$ cat src/rtl/flappy_pkg.sv
// Shared definitions for the flappy frame generator and the matrix driver:
// game states, bird placement, LFSR seed/taps and the 8x8 grid type.
package flappy_pkg;

  typedef enum logic [1:0] {
    ST_IDLE = 2'd0,
    ST_PLAY = 2'd1,
    ST_OVER = 2'd2
  } state_e;

  localparam int         BIRD_COL       = 1;
  localparam logic [2:0] BIRD_START_ROW = 3'd3;
  localparam logic [7:0] LFSR_SEED      = 8'hA5;
  // Feedback taps for x^8+x^6+x^5+x^4+1 (bits 7,5,4,3)
  localparam logic [7:0] LFSR_TAPS      = 8'hB8;

  // Element r = row r (row 0 at top), bit c = column c
  typedef logic [7:0][7:0] grid_t;

  // One Fibonacci step: shift left, feedback is the parity of the tapped bits
  function automatic logic [7:0] lfsr_step(input logic [7:0] cur);
    return {cur[6:0], ^(cur & LFSR_TAPS)};
  endfunction

  // Grid with a single bit set at the bird position
  function automatic grid_t bird_grid(input logic [2:0] row);
    grid_t g;
    g = '0;
    g[row][BIRD_COL] = 1'b1;
    return g;
  endfunction

endpackage

$ cat src/rtl/lfsr8.sv
// Free-running 8-bit Fibonacci LFSR; the low three bits pick pipe gap positions.
module lfsr8
  import flappy_pkg::*;
(
  input  logic       clk_i,
  input  logic       rst_ni,
  output logic [2:0] rnd_o
);

  logic [7:0] lfsr_q;
  logic [7:0] lfsr_d;

  // Next LFSR value; a non-zero seed keeps the sequence out of the all-zero lock-up
  always_comb begin
    lfsr_d = lfsr_step(lfsr_q);
  end

  // Advance every clock regardless of game state
  always_ff @(posedge clk_i or negedge rst_ni) begin
    if (!rst_ni) begin
      lfsr_q <= LFSR_SEED;
    end else begin
      lfsr_q <= lfsr_d;
    end
  end

  assign rnd_o = lfsr_q[2:0];

endmodule

$ cat src/rtl/flappy_frame_gen.sv
// Flappy-bird frame generator: keeps the bird position, scrolls the pipe
// columns, detects collisions and presents both layers as registered 8x8 grids.
module flappy_frame_gen
  import flappy_pkg::*;
#(
  parameter int GAP_H        = 3,
  parameter int PIPE_SPACING = 4,
  parameter int FALL_TICKS   = 2
) (
  input  logic            clock,
  input  logic            reset,
  input  logic            tick,
  input  logic            flap,
  input  logic            start,
  output logic [7:0][7:0] red_array,
  output logic [7:0][7:0] green_array,
  output logic            game_over,
  output logic [7:0]      score
);

  localparam logic [3:0] FALL_LIM    = 4'(FALL_TICKS);
  localparam logic [3:0] SPC_LAST    = 4'(PIPE_SPACING - 1);
  localparam logic [3:0] GAP_TOP_MAX = 4'(8 - GAP_H);
  localparam logic [3:0] GAP_LEN     = 4'(GAP_H);

  state_e     state_q;
  logic [2:0] row_q;
  logic [3:0] fall_q;
  logic [3:0] spc_q;
  logic       pend_q;
  grid_t      green_q;
  grid_t      red_q;
  logic [7:0] score_q;
  logic       over_q;

  logic [2:0] rnd_s;
  logic       flap_now_s;
  logic [2:0] row_d;
  logic [3:0] fall_d;
  logic       floor_s;
  logic [3:0] gap_top_s;
  logic [7:0] pipe_col_s;
  logic       spawn_s;
  grid_t      green_d;
  logic       passed_s;
  logic       coll_s;
  logic [7:0] score_d;
  logic [3:0] spc_d;

  lfsr8 u_lfsr (
    .clk_i  (clock),
    .rst_ni (reset),
    .rnd_o  (rnd_s)
  );

  // Bird motion for a tick: a pending or coincident flap lifts, otherwise gravity
  always_comb begin
    flap_now_s = pend_q | flap;
    row_d      = row_q;
    fall_d     = fall_q;
    floor_s    = 1'b0;
    if (flap_now_s) begin
      fall_d = 4'd0;
      if (row_q == 3'd0) begin
        row_d = 3'd0;
      end else begin
        row_d = row_q - 3'd1;
      end
    end else if ((fall_q + 4'd1) == FALL_LIM) begin
      fall_d = 4'd0;
      if (row_q == 3'd7) begin
        floor_s = 1'b1;
      end else begin
        row_d = row_q + 3'd1;
      end
    end else begin
      fall_d = fall_q + 4'd1;
    end
  end

  // Pipe scroll, new column at the right edge, passing and collision detection
  always_comb begin
    if ({1'b0, rnd_s} > GAP_TOP_MAX) begin
      gap_top_s = GAP_TOP_MAX;
    end else begin
      gap_top_s = {1'b0, rnd_s};
    end
    spawn_s  = (spc_q == 4'd0);
    passed_s = 1'b0;
    for (int r = 0; r < 8; r++) begin
      pipe_col_s[r] = !((4'(r) >= gap_top_s) && (4'(r) < (gap_top_s + GAP_LEN)));
      green_d[r]    = {spawn_s & pipe_col_s[r], green_q[r][7:1]};
      passed_s      = passed_s | green_q[r][BIRD_COL];
    end
    coll_s = green_d[row_d][BIRD_COL];
    if (passed_s && !coll_s && (score_q != 8'hFF)) begin
      score_d = score_q + 8'd1;
    end else begin
      score_d = score_q;
    end
    if (spc_q == SPC_LAST) begin
      spc_d = 4'd0;
    end else begin
      spc_d = spc_q + 4'd1;
    end
  end

  // Game FSM with all visible state held in registers
  always_ff @(posedge clock or negedge reset) begin
    if (!reset) begin
      state_q <= ST_IDLE;
      row_q   <= BIRD_START_ROW;
      fall_q  <= 4'd0;
      spc_q   <= 4'd0;
      pend_q  <= 1'b0;
      green_q <= '0;
      red_q   <= bird_grid(BIRD_START_ROW);
      score_q <= 8'd0;
      over_q  <= 1'b0;
    end else begin
      case (state_q)
        ST_IDLE: begin
          if (start) begin
            state_q <= ST_PLAY;
          end else begin
            state_q <= ST_IDLE;
          end
        end
        ST_PLAY: begin
          if (tick) begin
            row_q   <= row_d;
            fall_q  <= fall_d;
            pend_q  <= 1'b0;
            spc_q   <= spc_d;
            green_q <= green_d;
            red_q   <= bird_grid(row_d);
            score_q <= score_d;
            if (coll_s || floor_s) begin
              state_q <= ST_OVER;
              over_q  <= 1'b1;
            end else begin
              state_q <= ST_PLAY;
            end
          end else if (flap) begin
            pend_q <= 1'b1;
          end else begin
            pend_q <= pend_q;
          end
        end
        ST_OVER: begin
          if (start) begin
            state_q <= ST_IDLE;
            row_q   <= BIRD_START_ROW;
            fall_q  <= 4'd0;
            spc_q   <= 4'd0;
            pend_q  <= 1'b0;
            green_q <= '0;
            red_q   <= bird_grid(BIRD_START_ROW);
            score_q <= 8'd0;
            over_q  <= 1'b0;
          end else begin
            state_q <= ST_OVER;
          end
        end
        default: begin
          state_q <= ST_IDLE;
          row_q   <= BIRD_START_ROW;
          fall_q  <= 4'd0;
          spc_q   <= 4'd0;
          pend_q  <= 1'b0;
          green_q <= '0;
          red_q   <= bird_grid(BIRD_START_ROW);
          score_q <= 8'd0;
          over_q  <= 1'b0;
        end
      endcase
    end
  end

  assign red_array   = red_q;
  assign green_array = green_q;
  assign game_over   = over_q;
  assign score       = score_q;

endmodule
$ cat config.mk
export PLATFORM = sky130hd
export DESIGN_NAME = flappy_frame_gen
export DESIGN_NICKNAME = d
export VERILOG_FILES = /design/src/rtl/flappy_pkg.sv /design/src/rtl/lfsr8.sv /design/src/rtl/flappy_frame_gen.sv
export SDC_FILE = /design/constraint.sdc
export NUM_CORES = 1
export LEC_CHECK = 0
export ABC_AREA = 0
export CAP_MARGIN = 40
export CORE_UTILIZATION = 48
export CTS_CLUSTER_SIZE = 10
export DETAILED_ROUTE_END_ITERATION = 10
export PLACE_DENSITY = 0.8
export SLEW_MARGIN = 10
export SYNTH_ARGS = -nofsm -noshare
export SYNTH_HDL_FRONTEND = slang
export SYNTH_SLANG_ARGS = --single-unit
$ cat constraint.sdc
create_clock -name clock -period 3.7 [get_ports clock]
set_clock_uncertainty 0.1 [all_clocks]
set_input_delay 0.555 -clock clock [delete_from_list [all_inputs] [get_ports clock]]
set_output_delay 0.555 -clock clock [all_outputs]
set_load 0.005 [all_outputs]
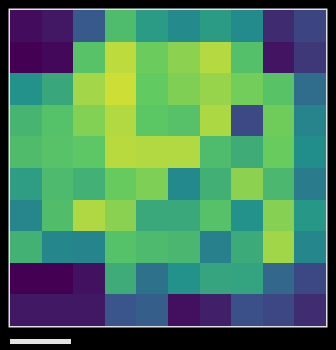
util_map.png
Scale bar: 20 um. 10 x 10 tiles, from dark purple (low) to yellow (high), 0 to 100% covered.
25% of the tiles are over 75% full. The emptiest ninth of the die: lower left. The mean over all tiles is 54%. 3.0% of the tiles are nearly empty. The fullest tile reaches 93%.
core footprint: 0.00982 mm2
fin util: 0.598
Pre-Place Util: 0.500

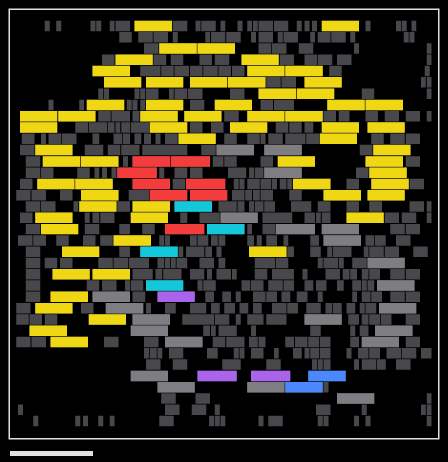
ff_map.png
Scale bar: 20 um. Other sequential cells in the stronger gray, the rest of the logic in the fainter gray.
Cyan shows `fall_q`, flops 4, where center. Red shows `u_lfsr.lfsr_q`, flops 8, where center. Purple shows `row_q`, flops 3. Yellow shows `green_array`, flops 64. Blue shows `state_q`, flops 2.
Another 22 sequential cells are not colored.
sequential cell area share: 0.440
register area: 0.00259 mm2
Seq. pwr: 1.69 mW

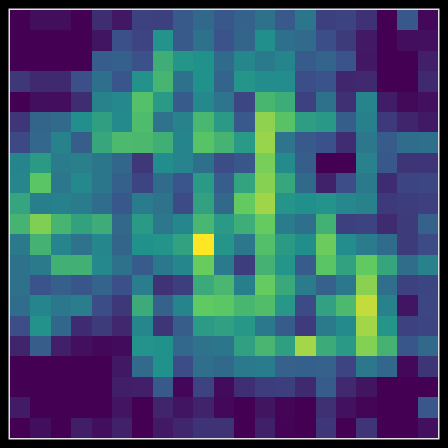
route_heat.png
21 x 21 tiles, from dark purple (low) to yellow (high), scaled to the fullest tile. Values are wire area over tile area, all layers added.
The fullest tile reaches 0.48. The emptiest ninth of the die: lower left. The densest ninth of the die: center. The mean over all tiles is 0.16. 22% of the tiles are over half the peak. 12% of the tiles are nearly empty.
Post-Route WL: 10500 um
via count: 3505
WL/cell: 16.0 um
overall global routing resource usage: 0.208

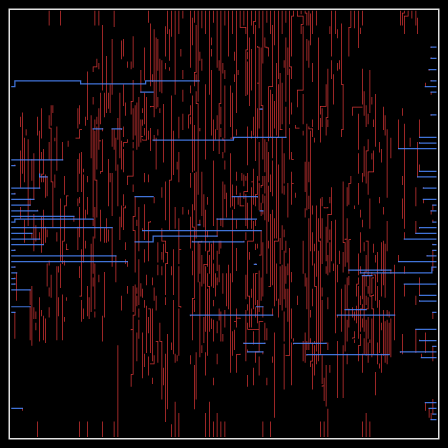
layers.png
Only two layers are drawn.
Red shows M2, wire length 5130 um. Blue shows M3, wire length 581 um.

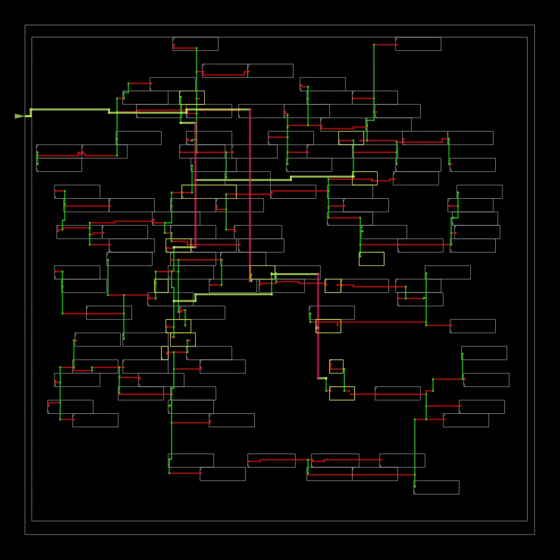
clock_nets.png
Clock Power: 0.696 mW
CTS buffer count: 9
clk ins delay skew pair: 350 ps
number of clock buffers in the layout: 11

==> results.toml <==
# flow metrics
[grt]
grt_pass1_wl_um = 17000
top_usage_layer = "met2"

[critical_path]
reg2regPathDepth = 10
r2r_start = "fall_q[1]"
critPathCaptureType = "register"
cp_top_family = "AND-OR/OR-AND gates"
path_buffers = 2

[synth]
synth_area_leader_cell = "dfrtp_1"
xor_share = 0.00714
top_logic_kind = "AND-OR/OR-AND gates"
synth-edff-count = 0

[run_status]
outcome = "finished, final reports clean"

[sta]
worstMarginPinSlew_ps = 777
rsz0062_at_grt = "no"
setup_viol = 0

[clock_tree]
clkTransAtPathRegs_ps = 90
cts_setup_buffers = 0
root_buffer = "clkbuf_8"
cts_buffer_depth = 2
cts_resized = 0
holdBufCountCts = 0

[final_layout]
n_antenna_cell = 0
drive_gt1_frac = 0.0784

[min_path]
hold_path.class = "in2async"

[place]
routabilityCongestion = 0.855

[pwr]
powerDensity_mw_per_mm2 = 688
p_comb_frac = 0.409
ir_worst_vdd_mv = 0.354

[job]
maxCapViolCount = 0

[floorplan]
dieArea_mm2 = 0.0106
-- cell type report --
type,instances,area [um2],area share
sequential,103,2590,0.440
clock buffer,11,141,0.0241
inverter,18,67.6,0.0115
multi-input combinational,293,1930,0.328
timing repair buffer,94,928,0.158
tap,133,166,0.0283
clock inverter,4,53.8,0.00916
-- cells by family after synthesis --
group / Yosys count
XOR/XNOR: 4
AND/OR/NAND/NOR: 92
buffers and inverters: 98
flip-flops: 103
adder cells (fa/ha/maj): 13
AND-OR/OR-AND: 119
multiplexers: 9
other: 1
-- routing by layer --
metal,vias up,wire [um],part of all wire
li1,1628,-,-
met1,1762,4680,0.45
met2,105,5130,0.49
met3,10,581,0.055
met4,0,105,0.010
met5,-,0,0
Power and IR drop assume default switching activity.
